===== src/rtl/apb_completer_regs_pkg.sv =====
// apb_pkg: state encoding and register offsets shared by the APB completer files
package apb_pkg;
  typedef enum logic [1:0] {IDLE, WAIT, DONE} apb_cmp_state_e;
  localparam int CTRL_OFS = 'h00;
  localparam int STATUS_OFS = 'h04;
  localparam int CMD_OFS = 'h08;
  localparam int MAX_WAIT = 15;
  localparam int CNT_W = $clog2(MAX_WAIT + 1);
endpackage


===== src/rtl/apb_completer_regs_if.sv =====
// apb_completer_regs_if: APB3 bus signals with requester (master) and completer (slave) views
interface apb_completer_regs_if #(
  parameter int ADDR_W = 32,
  parameter int DATA_W = 32
);
  logic psel;
  logic penable;
  logic pwrite;
  logic [ADDR_W-1:0] paddr;
  logic [DATA_W-1:0] pwdata;
  logic [DATA_W-1:0] prdata;
  logic pready;
  logic pslverr;
  modport master (output psel, penable, pwrite, paddr, pwdata, input prdata, pready, pslverr);
  modport slave (input psel, penable, pwrite, paddr, pwdata, output prdata, pready, pslverr);
endinterface


===== src/rtl/apb_completer_regs_addr_decode.sv =====
// apb_addr_decode: maps a byte address and direction to a register index and an error flag
module apb_addr_decode
  import apb_pkg::*;
#(
  parameter int ADDR_W = 32,
  parameter int NUM_REGS = 8,
  parameter int IDX_W = $clog2(NUM_REGS)
) (
  input  logic [ADDR_W-1:0] i_paddr,
  input  logic              i_pwrite,
  output logic [IDX_W-1:0]  o_idx,
  output logic              o_err
);
  logic w_range_err;
  logic w_ro_err;
  logic w_wo_err;
  assign o_idx = i_paddr[IDX_W+1:2];
  assign w_range_err = (i_paddr >= ADDR_W'(NUM_REGS * 4)) || (i_paddr[1:0] != 2'b00);
  assign w_ro_err = i_pwrite && (o_idx == IDX_W'(STATUS_OFS / 4));
  assign w_wo_err = !i_pwrite && (o_idx == IDX_W'(CMD_OFS / 4));
  assign o_err = w_range_err || w_ro_err || w_wo_err;
endmodule


===== src/rtl/apb_completer_regs.sv =====
// apb_completer_regs: APB3 completer register block with optional wait states.
// Define APB_WAIT_STATES_EN to take 0..15 wait states from CTRL[3:0]; otherwise zero-wait.
module apb_completer_regs
  import apb_pkg::*;
#(
  parameter int ADDR_W = 32,
  parameter int DATA_W = 32,
  parameter int NUM_REGS = 8
) (
  input  logic                pclk,
  input  logic                presetn,
  apb_completer_regs_if.slave bus,
  input  logic [DATA_W-1:0]   status_i,
  output logic [DATA_W-1:0]   ctrl_o,
  output logic                cmd_o,
  output logic [DATA_W-1:0]   cmd_data_o
);
  localparam int IDX_W = $clog2(NUM_REGS);
  localparam logic [IDX_W-1:0] CTRL_IDX = IDX_W'(CTRL_OFS / 4);
  localparam logic [IDX_W-1:0] STATUS_IDX = IDX_W'(STATUS_OFS / 4);
  localparam logic [IDX_W-1:0] CMD_IDX = IDX_W'(CMD_OFS / 4);
  apb_cmp_state_e r_state, w_state_nx;
  logic [DATA_W-1:0] r_regs [NUM_REGS];
  logic [DATA_W-1:0] r_prdata, r_cmd_data, w_rdata;
  logic [IDX_W-1:0] r_idx, w_dec_idx, w_idx;
  logic [CNT_W-1:0] w_n;
  logic r_err, r_write, r_pready, r_pslverr, r_cmd;
  logic w_dec_err, w_err, w_write, w_setup, w_respond, w_latch, w_commit;
`ifdef APB_WAIT_STATES_EN
  logic [CNT_W-1:0] r_cnt;
  assign w_n = ctrl_o[CNT_W-1:0];
`else
  assign w_n = '0;
`endif
  apb_addr_decode #(.ADDR_W(ADDR_W), .NUM_REGS(NUM_REGS), .IDX_W(IDX_W)) u_dec (
    .i_paddr  (bus.paddr),
    .i_pwrite (bus.pwrite),
    .o_idx    (w_dec_idx),
    .o_err    (w_dec_err)
  );
  assign w_setup = bus.psel && !bus.penable;
  // Zero-wait responses come straight from the decoder; later ones use the setup-time capture
  assign w_idx = (r_state == IDLE) ? w_dec_idx : r_idx;
  assign w_err = (r_state == IDLE) ? w_dec_err : r_err;
  assign w_write = (r_state == IDLE) ? bus.pwrite : r_write;
  assign w_rdata = (w_idx == STATUS_IDX) ? status_i : r_regs[w_idx];
  always_comb begin
    w_state_nx = r_state;
    w_respond = 1'b0;
    w_latch = 1'b0;
    w_commit = 1'b0;
    case (r_state)
      IDLE: if (w_setup) begin
        w_latch = 1'b1;
        w_respond = (w_n == '0);
        w_state_nx = w_respond ? DONE : WAIT;
      end
`ifdef APB_WAIT_STATES_EN
      WAIT: begin
        w_respond = bus.psel && (r_cnt == CNT_W'(1));
        w_state_nx = !bus.psel ? IDLE : (w_respond ? DONE : WAIT);
      end
`endif
      DONE: begin
        w_commit = bus.psel && bus.penable && r_write && !r_err;
        w_state_nx = IDLE;
      end
      default: w_state_nx = IDLE;
    endcase
  end
  always_ff @(posedge pclk) r_state <= !presetn ? IDLE : w_state_nx;
  always_ff @(posedge pclk) begin
    if (!presetn) begin
      r_idx <= '0;
      r_err <= 1'b0;
      r_write <= 1'b0;
      r_pready <= 1'b0;
      r_pslverr <= 1'b0;
      r_prdata <= '0;
      r_cmd <= 1'b0;
      r_cmd_data <= '0;
      for (int i = 0; i < NUM_REGS; i++) r_regs[i] <= '0;
    end else begin
      if (w_latch) begin
        r_idx <= w_dec_idx;
        r_err <= w_dec_err;
        r_write <= bus.pwrite;
      end
      r_pready <= w_respond;
      r_pslverr <= w_respond && w_err;
      r_prdata <= (w_respond && !w_err && !w_write) ? w_rdata : '0;
      r_cmd <= w_commit && (r_idx == CMD_IDX);
      if (w_commit && (r_idx == CMD_IDX)) r_cmd_data <= bus.pwdata;
      if (w_commit && (r_idx != CMD_IDX)) r_regs[r_idx] <= bus.pwdata;
    end
  end
`ifdef APB_WAIT_STATES_EN
  always_ff @(posedge pclk) begin
    if (!presetn) r_cnt <= '0;
    else if (w_latch) r_cnt <= w_n;
    else if (r_state == WAIT) r_cnt <= r_cnt - 1'b1;
  end
`endif
  assign bus.pready = r_pready;
  assign bus.pslverr = r_pslverr;
  assign bus.prdata = r_prdata;
  assign ctrl_o = r_regs[CTRL_IDX];
  assign cmd_o = r_cmd;
  assign cmd_data_o = r_cmd_data;
endmodule


===== src/flat_wrapper.sv =====
// flat-port wrapper written by rule: the top's interface ports become plain ports
module apb_completer_regs_flat import apb_pkg::*;
#(
  parameter int ADDR_W = 32,
  parameter int DATA_W = 32,
  parameter int NUM_REGS = 8
)
  (pclk, presetn, status_i, ctrl_o, cmd_o, cmd_data_o, bus_psel, bus_penable, bus_pwrite, bus_paddr, bus_pwdata, bus_prdata, bus_pready, bus_pslverr);
  apb_completer_regs_if #(.ADDR_W(ADDR_W), .DATA_W(DATA_W)) bus_i ();
  input  logic pclk;
  input  logic presetn;
  input  logic [DATA_W-1:0] status_i;
  output logic [DATA_W-1:0] ctrl_o;
  output logic cmd_o;
  output logic [DATA_W-1:0] cmd_data_o;
  input wire logic [$bits(bus_i.psel)-1:0] bus_psel;
  input wire logic [$bits(bus_i.penable)-1:0] bus_penable;
  input wire logic [$bits(bus_i.pwrite)-1:0] bus_pwrite;
  input wire logic [$bits(bus_i.paddr)-1:0] bus_paddr;
  input wire logic [$bits(bus_i.pwdata)-1:0] bus_pwdata;
  output wire logic [$bits(bus_i.prdata)-1:0] bus_prdata;
  output wire logic [$bits(bus_i.pready)-1:0] bus_pready;
  output wire logic [$bits(bus_i.pslverr)-1:0] bus_pslverr;
  assign bus_i.psel = bus_psel;
  assign bus_i.penable = bus_penable;
  assign bus_i.pwrite = bus_pwrite;
  assign bus_i.paddr = bus_paddr;
  assign bus_i.pwdata = bus_pwdata;
  assign bus_prdata = bus_i.prdata;
  assign bus_pready = bus_i.pready;
  assign bus_pslverr = bus_i.pslverr;
  apb_completer_regs #(.ADDR_W(ADDR_W), .DATA_W(DATA_W), .NUM_REGS(NUM_REGS)) u_core (.pclk(pclk), .presetn(presetn), .bus(bus_i), .status_i(status_i), .ctrl_o(ctrl_o), .cmd_o(cmd_o), .cmd_data_o(cmd_data_o));
endmodule

===== config.mk =====
export PLATFORM = sky130hd
export DESIGN_NAME = apb_completer_regs_flat
export DESIGN_NICKNAME = d
export VERILOG_FILES = /design/src/rtl/apb_completer_regs_pkg.sv /design/src/rtl/apb_completer_regs_if.sv /design/src/rtl/apb_completer_regs_addr_decode.sv /design/src/rtl/apb_completer_regs.sv /design/src/flat_wrapper.sv
export SDC_FILE = /design/constraint.sdc
export NUM_CORES = 1
export LEC_CHECK = 0
export CELL_PAD_IN_SITES_DETAIL_PLACEMENT = 1
export CELL_PAD_IN_SITES_GLOBAL_PLACEMENT = 1
export CORE_ASPECT_RATIO = 1.1
export CORE_MARGIN = 5
export CORE_UTILIZATION = 46
export DETAILED_ROUTE_END_ITERATION = 10
export PLACE_DENSITY_LB_ADDON = 0.15
export SLEW_MARGIN = 20
export SYNTH_ARGS = -nofsm -noshare
export SYNTH_HDL_FRONTEND = slang
export SYNTH_SLANG_ARGS = --single-unit
export TNS_END_PERCENT = 100

===== constraint.sdc =====
create_clock -name pclk -period 8.9 [get_ports pclk]
set_input_delay 2.67 -clock pclk [delete_from_list [all_inputs] [get_ports pclk]]
set_output_delay 2.67 -clock pclk [all_outputs]
set_load 0.01 [all_outputs]

run_1/clocks.png
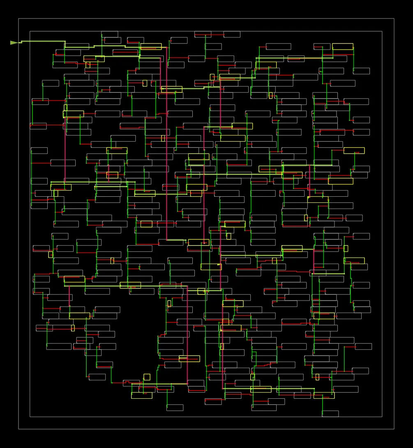
cts bufs inserted: 31
Clock net power: 1.28 mW
number of clock sinks: 297

run_1/power_grid.png
Pins as bars on the die edge.
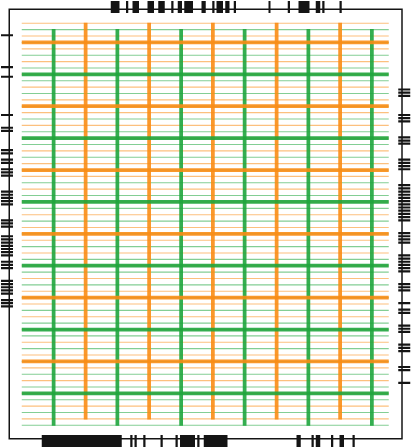
| net | colour |
|---|---|
| VSS | green |
| VDD | orange |
signal pins: 200
rows: 63
met5 straps: 12
met4 straps: 11
met1 rails: 64
worst vdd rail ir drop: 138 uV
Die H: 182 um

run_1/flops_by_reg.png
Other sequential cells in the stronger grey, the rest of the logic in the fainter grey.
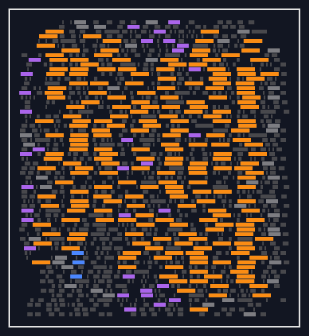
| netlist name | colour | sequential cells |
|---|---|---|
| `u_core.cmd_data_o` | purple | 32 |
| `u_core.r_idx` | blue | 3 |
| `u_core.r_regs` | orange | 224 |
not coloured: 38
share of the final layout cell area in sequential cells: 51.3%
final core utilization: 59.5%

run_1/logic_types.png
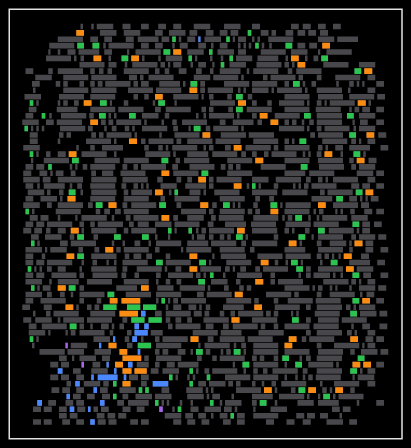
| family | colour | cells |
|---|---|---|
| inverting AOI/OAI gates | green | 106 |
| NOR gates | blue | 25 |
| multiplexers | orange | 73 |
| inverters | purple | 3 |
non-filler cells, final: 1,603
most common library cell in the layout ignoring fill and taps: sky130_fd_sc_hd__edfxtp_1
fraction of standard cell area in multi-input logic: 26.1%

==> impl_summary.log, run 1 <==
[report] extracting results
INFO  metric num_antenna_cells = 0
INFO  metric clk_transition_reported_paths = 0.06 ns
INFO  metric cts_tree = done
INFO  metric synth-area-yosys = 12,400 um^2
INFO  metric routability_congestion = approximately 0.74
INFO  metric worst_hold_slack = 0.456 ns
INFO  metric grt_pass1_wl = approximately 55,000 um
INFO  metric first_global_vias = 9,555
INFO  metric max_clk_rate = 179 MHz
INFO  metric routed_wire_length_per_instance = 22.1 um
INFO  metric setup_viol = 0
INFO  metric synthesis.instances = 1,006
INFO  metric vias = 8,694
INFO  metric post_synth_instance_area = approximately 12,000 um^2
INFO  metric post-route-min-period = 5.58 ns
INFO  metric cts-root-to-sink-buffers = 3
INFO  metric warnings = 26
INFO  metric drt_iter0_drc = ~710
INFO  metric clk_latency = roughly 0.56 ns
INFO  metric route.detailed.vias_per_inst = 5.42
INFO  metric timing.critical_path.from_type = input port
INFO  metric grt_util_all_layers = 22.9%
INFO  metric port_buffers = around 200
INFO  metric layout.nets = 1,322
INFO  metric synth_stat.cells = 1,006
INFO  metric cts_setup_buffers = 0
INFO  metric finalCritPeriodShare = a little over three fifths
INFO  metric chipArea = 30,400 um^2
INFO  metric run_status = finished clean
INFO  metric fp.dieW = 167 um
INFO  metric setup.worst_path.class = input port to flip-flop
INFO  metric route.final.wire_length = 35,500 um
INFO  metric post-dp-hpwl = 22,300 um
INFO  metric critPathRequiredTime = 9.08 ns
INFO  metric drt_first_pass_iters = 5
INFO  metric mostFrequentLayoutCells = sky130_fd_sc_hd__edfxtp_1, sky130_fd_sc_hd__clkdlybuf4s50_1, sky130_fd_sc_hd__nand2_1, sky130_fd_sc_hd__and2_1, sky130_fd_sc_hd__dfxtp_1
INFO  metric leakage = 5.99 nW
INFO  metric slew_violations = 0
INFO  metric unrepaired_setup_endpoints_after_global_routing = false
INFO  metric cts_htree_levels = 1
INFO  metric pwr_density_cell = 191 nW/um^2
INFO  metric synth.ff_latch_count = 297
INFO  metric detail-route-antenna-nets = 0
INFO  metric worst_slew_margin_rel = 24.7%
INFO  metric final.setup.tns = 0 ns
INFO  metric maxCapViolCount = 0
INFO  metric hold_violations = 0
INFO  metric end_kind = flip-flop
INFO  metric worst_ep_arrival_time = 5.76 ns
INFO  metric post_route_cells_drive_above_1_share = about 7.5%
INFO  metric report.power.total = 3.05 mW
INFO  metric final.setup_skew = 0.0135 ns
INFO  metric drc = 0
INFO  metric area.growth.synth_to_final = 28.3%
INFO  metric global_route.peak_usage_layer = met2
INFO  metric critPathMaxFanout = 32
INFO  metric root_buffer = sky130_fd_sc_hd__clkbuf_16
INFO  metric hold_buffers = 0
INFO  metric antenna_found_initial = 1
INFO  metric fp-row-count = 63
INFO  metric ys_seq_share = about 66%
INFO  metric use_met3 = 3.60%
INFO  metric min-delay-path-class = flip-flop to flip-flop
INFO  metric globalRouteMet2Util = between 40 and 50%
INFO  metric synth.avg_cell_area = 12.4 um^2
INFO  metric met1_usage = 28.5%
INFO  metric core = about 27,000 um^2
INFO  metric cell_type_count = 33
INFO  metric max_slew.worst_pin.slew = 1.13 ns
INFO  metric cts_resized = 0
INFO  metric boundaryPins = 200
INFO  metric grt.overflow.total = 0
INFO  metric warning_count_from_the_yosys_run = 0
INFO  metric pin_count_of_the_biggest_net_entering_global_routing = 54
INFO  metric core_util_floorplan = 46.4%
-- run 1: metrics by stage --
| step | utilization (%) | cell area (um^2) | setup WS [ns] | cells |
|---|---|---|---|---|
| 3_3_place_gp | 55.7 | 14900 | 2.51 | 1544 |
| 5_1_grt | 59.5 | 16000 | 3.18 | 1603 |
| 2_1_floorplan | - | 12600 | 2.98 | 1037 |
| 6_report | 59.5 | 16000 | 3.32 | 1603 |
| 3_5_place_dp | 55.8 | 14900 | 2.71 | 1545 |
| 4_1_cts | 59.5 | 16000 | 3.30 | 1603 |
-- run 1: final timing paths --
check	endpoint	from	slack [ns]	cells after the start
setup reg to reg	u_core.r_regs[0][24]	u_core.r_state[1]	5.37	5
hold / removal	u_core.cmd_data_o[18]	u_core.cmd_data_o[18]	0.46	2
setup / recovery	u_core.r_regs[0][24]	presetn	3.32	5
hold reg to reg	u_core.cmd_data_o[18]	u_core.cmd_data_o[18]	0.46	2
-- run 1: state kept, by name (all words and copies together) (netlist names) --
signal	count
u_core.r_err	1
u_core.r_write	1
u_core.bus.prdata	32
u_core.cmd_o	1
u_core.bus.pready	1
u_core.r_regs	224
u_core.bus.pslverr	1
u_core.r_idx	3
u_core.cmd_data_o	32
u_core.r_state	1
-- run 1: logic make-up after synthesis --
| group | count (synthesis) | synth area share (%) |
|---|---|---|
| flops | 297 | 65.8 |
| buf+inv | 70 | 2.73 |
| mux | 73 | 5.89 |
| compound gates | 106 | 6.20 |
| other cells | 1 | 0.0301 |
| simple gates | 459 | 19.3 |
-- run 1: critical path, cell delays in order --
cell and delay (ns):
sky130_fd_sc_hd__clkdlybuf4s50_1 1.00, sky130_fd_sc_hd__nand4b_2 0.42, sky130_fd_sc_hd__nor3_4 0.59, sky130_fd_sc_hd__buf_8 0.25
sky130_fd_sc_hd__nand2b_2 0.80
-- run 1: per-layer routing --
metal	up-vias	part of all wire (%)
li1	3989	-
met1	4429	41
met2	222	52
met3	52	4.9
met4	2	2.0
met5	-	0.037
-- run 1: where the power goes --
group,switching (mW),internal [mW]
Sequential,0.0167,1.53
Combinational,0.132,0.0932
Clock,0.534,0.749
Total,0.683,2.37
-- run 1: layout make-up --
class	count	area [um^2]
Clock buffer	39	836
Clock inverter	19	174
Fill cell	2732	10800
Inverter	3	12.5
Multi-Input combinational cell	670	4160
Sequential cell	297	8190
Tap cell	357	447
Timing Repair Buffer	218	2140
-- run 1: synth_stat cells (all sizes together) --
cell type,n,area (um^2)
edfxtp,224,6730
nand2,195,739
and2,192,1200
dfxtp,73,1460
mux2i,71,711
a32oi,64,561
clkbuf,42,165
a21oi,35,175
and3,32,200
buf,25,163
nor2,14,52.6
o21ai,7,35.0
nor4,6,37.5
nand2b,5,31.3
nand4,4,25.0
inv,3,11.3
nor3,3,20.0
mux2,2,22.5
and4,1,8.76
and4b,1,10.0
conb,1,3.75
nand3,1,5.00
nand3b,1,7.51
nand4b,1,15.0
nor3b,1,18.8
nor4b,1,23.8
or3b,1,8.76
--- run 2 (diff from run 1) ---
--- a/config.mk
+++ b/config.mk
@@ -9,7 +9,7 @@
 export CELL_PAD_IN_SITES_GLOBAL_PLACEMENT = 1
 export CORE_ASPECT_RATIO = 1.1
 export CORE_MARGIN = 5
-export CORE_UTILIZATION = 46
+export CORE_UTILIZATION = 43
 export DETAILED_ROUTE_END_ITERATION = 10
 export PLACE_DENSITY_LB_ADDON = 0.15
 export SLEW_MARGIN = 20
==> constraint.sdc (replaced) <==
create_clock -name pclk -period 5.45 [get_ports pclk]
set_input_delay 1.635 -clock pclk [delete_from_list [all_inputs] [get_ports pclk]]
set_output_delay 1.635 -clock pclk [all_outputs]
set_load 0.01 [all_outputs]
==> impl_summary.log, run 2 <==
[report] extracting results
INFO  metric post_synth_instance_area = between 10,000 and 15,000 um^2
INFO  metric core_util_floorplan = 43.5%
INFO  metric core = approximately 29,000 um^2
INFO  metric cts_resized = 0
INFO  metric largest_register_ffs = 224
INFO  metric hold_violations = 0
INFO  metric chipArea = roughly 32,000 um^2
INFO  metric max_clk_rate = 260 MHz
INFO  metric finalCritPeriodShare = 70.6%
INFO  metric synth_stat.cells = 1,006
INFO  metric worst_ep_arrival_time = between 4 and 5 ns
INFO  metric worst_hold_slack = 0.458 ns
INFO  metric min-delay-path-class = flip-flop to flip-flop
INFO  metric nFillCells = between 2,000 and 3,000
INFO  metric synth.ff_latch_count = around 300
INFO  metric critPathRequiredTime = slightly below 6 ns
INFO  metric root_buffer = sky130_fd_sc_hd__clkbuf_16
INFO  metric cell_type_count = 33
INFO  metric post_route_cells_drive_above_1_share = 7.05%
INFO  metric top_cell_types_by_occurrence_after_synthesis = sky130_fd_sc_hd__edfxtp_1, sky130_fd_sc_hd__nand2_1, sky130_fd_sc_hd__and2_1, sky130_fd_sc_hd__dfxtp_1, sky130_fd_sc_hd__mux2i_1
INFO  metric cts.sink_count = 297
INFO  metric antenna_found_initial = 1
INFO  metric synth-area-yosys = 12,400 um^2
INFO  metric worst_slew_margin_rel = between 20% and 30%
INFO  metric hold_path_cell_cnt = 2
INFO  metric cts_tree = done
INFO  metric timing.critical_path.from_type = input port
INFO  metric area.growth.synth_to_final = 28.2%
INFO  metric pin_count_of_the_biggest_net_entering_global_routing = 98
INFO  metric asyncSetResetFlopFracSynth = 0%
INFO  metric unrepaired_setup_endpoints_after_global_routing = false
INFO  metric pre_cts_ws = 0.964 ns
INFO  metric timing.rr.end = u_core.r_regs[3][24]
INFO  metric cts_htree_levels = 1
INFO  metric vias = 8,619
INFO  metric most_common_library_cell_in_the_layout_ignoring_fill_and_taps = sky130_fd_sc_hd__edfxtp_1
INFO  metric route.detailed.vias_per_inst = between 5 and 6
INFO  metric reg2reg_setup_slack = 2.38 ns
INFO  metric run_status = finished clean
INFO  metric layout.nets = 1,325
INFO  metric synth.avg_cell_area = 12.4 um^2
INFO  metric worst_hold_path_startpoint = u_core.cmd_data_o[26]
INFO  metric ys_seq_share = between 60% and 70%
INFO  metric final_critical_path_setup_slack = 1.60 ns
INFO  metric leakage = between 5 and 6 nW
INFO  metric routability_congestion = 0.754
INFO  metric setup_viol = 0
INFO  metric detail-route-antenna-nets = 0
INFO  metric post-synth-top-count-cell = sky130_fd_sc_hd__edfxtp_1
INFO  metric route.final.wire_length = approximately 35,000 um
INFO  metric fp-row-count = 65
INFO  metric maxCapViolCount = 0
INFO  metric warning_count_from_the_yosys_run = 0
INFO  metric vdd.ir_drop.worst = 315 uV
INFO  metric hold_buffers = 0
INFO  metric port_buffers = around 200
INFO  metric num_antenna_cells = 0
INFO  metric synthesis.instances = roughly 1,000
INFO  metric count_of_flip_flops_with_a_built_in_enable_after_synthesis = 224
INFO  metric top_register = u_core.r_regs
INFO  metric cts-root-to-sink-buffers = 3
INFO  metric drt_first_pass_iters = 5
INFO  metric slew_violations = 0
## run 2: cell counts after synthesis
No cell type changed its count.
## run 2: worst max-delay path by stage
| stage | from | to | slack, ns |
|---|---|---|---|
| global route | presetn | u_core.r_regs[3][24] | 1.48 |
| finish | presetn | u_core.r_regs[3][24] | 1.60 |
| global placement | presetn | u_core.r_regs[3][9] | 1.07 |
| CTS | presetn | u_core.r_regs[3][24] | 1.55 |
| floorplan | bus_psel | u_core.r_regs[6][0] | 0.57 |
| detailed placement | presetn | u_core.r_regs[3][24] | 0.96 |
## run 2: metrics by stage
| step | util (%) | instance area [um^2] | instances |
|---|---|---|---|
| after floorplan | - | 12600 | 1037 |
| after global placement | 52.3 | 15000 | 1558 |
| after detailed placement | 52.3 | 15000 | 1558 |
| after CTS | 55.6 | 15900 | 1615 |
| after global routing | 55.7 | 15900 | 1616 |
| final | 55.7 | 15900 | 1616 |
## run 2: power breakdown
group / internal [mW] / switching [mW] / leakage, nW
logic: 0.156 / 0.215 / 2.62
clock network: 1.12 / 0.837 / 0.461
registers: 2.50 / 0.0274 / 2.89
total: 3.77 / 1.08 / 5.97
## run 2: cell families after synthesis
| logic type | synth area share, % |
|---|---|
| DFF | 65.8 |
| and+or+nand+nor | 19.3 |
| muxes | 5.89 |
| buffers and inverters | 2.73 |
| AOI/OAI and AO/OA | 6.20 |
| other | 0.0301 |
## run 2: cell type report
cell class / count / area (um^2) / share of cell area (%)
multi-input cells: 670 / 4160 / 26.1
flip-flops and latches: 297 / 8190 / 51.4
inverters: 3 / 12.5 / 0.0785
clock buffers: 49 / 893 / 5.60
clock inverters: 8 / 41.3 / 0.259
repair buffers: 221 / 2190 / 13.7
well taps: 368 / 460 / 2.89
## run 2: routing by layer
layer  wire (um)  track usage (%)  part of all wire, %
met5          13                0                0.037
met3        1560             3.13                  4.5
met2       18100             37.8                   52
met1       14400             26.4                   42
met4         568             4.54                  1.6
## run 2: critical path, stage by stage
cell and delay, ns:
sky130_fd_sc_hd__clkdlybuf4s50_1 0.64, sky130_fd_sc_hd__buf_4 0.27, sky130_fd_sc_hd__nand4_1 0.46, sky130_fd_sc_hd__nor2_2 0.71, sky130_fd_sc_hd__buf_4 0.36, sky130_fd_sc_hd__and2_1 0.17
run_2/logic_types.png
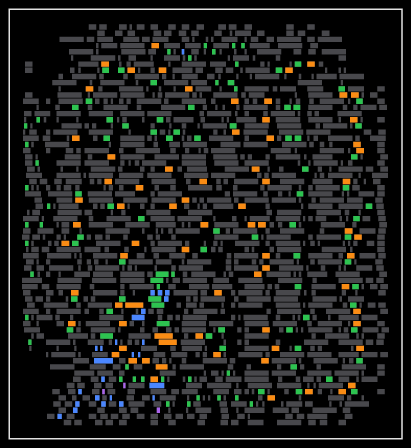
| family | colour | cells |
|---|---|---|
| inverting AOI/OAI gates | green | 106 |
| multiplexers | orange | 73 |
| NOR gates | blue | 25 |
| inverters | purple | 3 |
fraction of standard cell area in multi-input logic: 26.1%
non-filler cells, final: 1,616

run_2/clocks.png
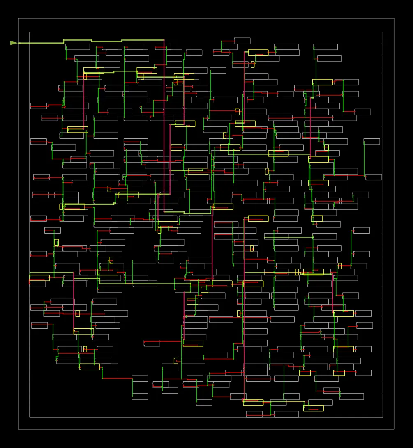
clkbuf count: 49
clock tree skew after final layout: 0.0142 ns
Clock net power: 1.95 mW

Power figures rest on the tool's default switching activity, not on a simulated workload.
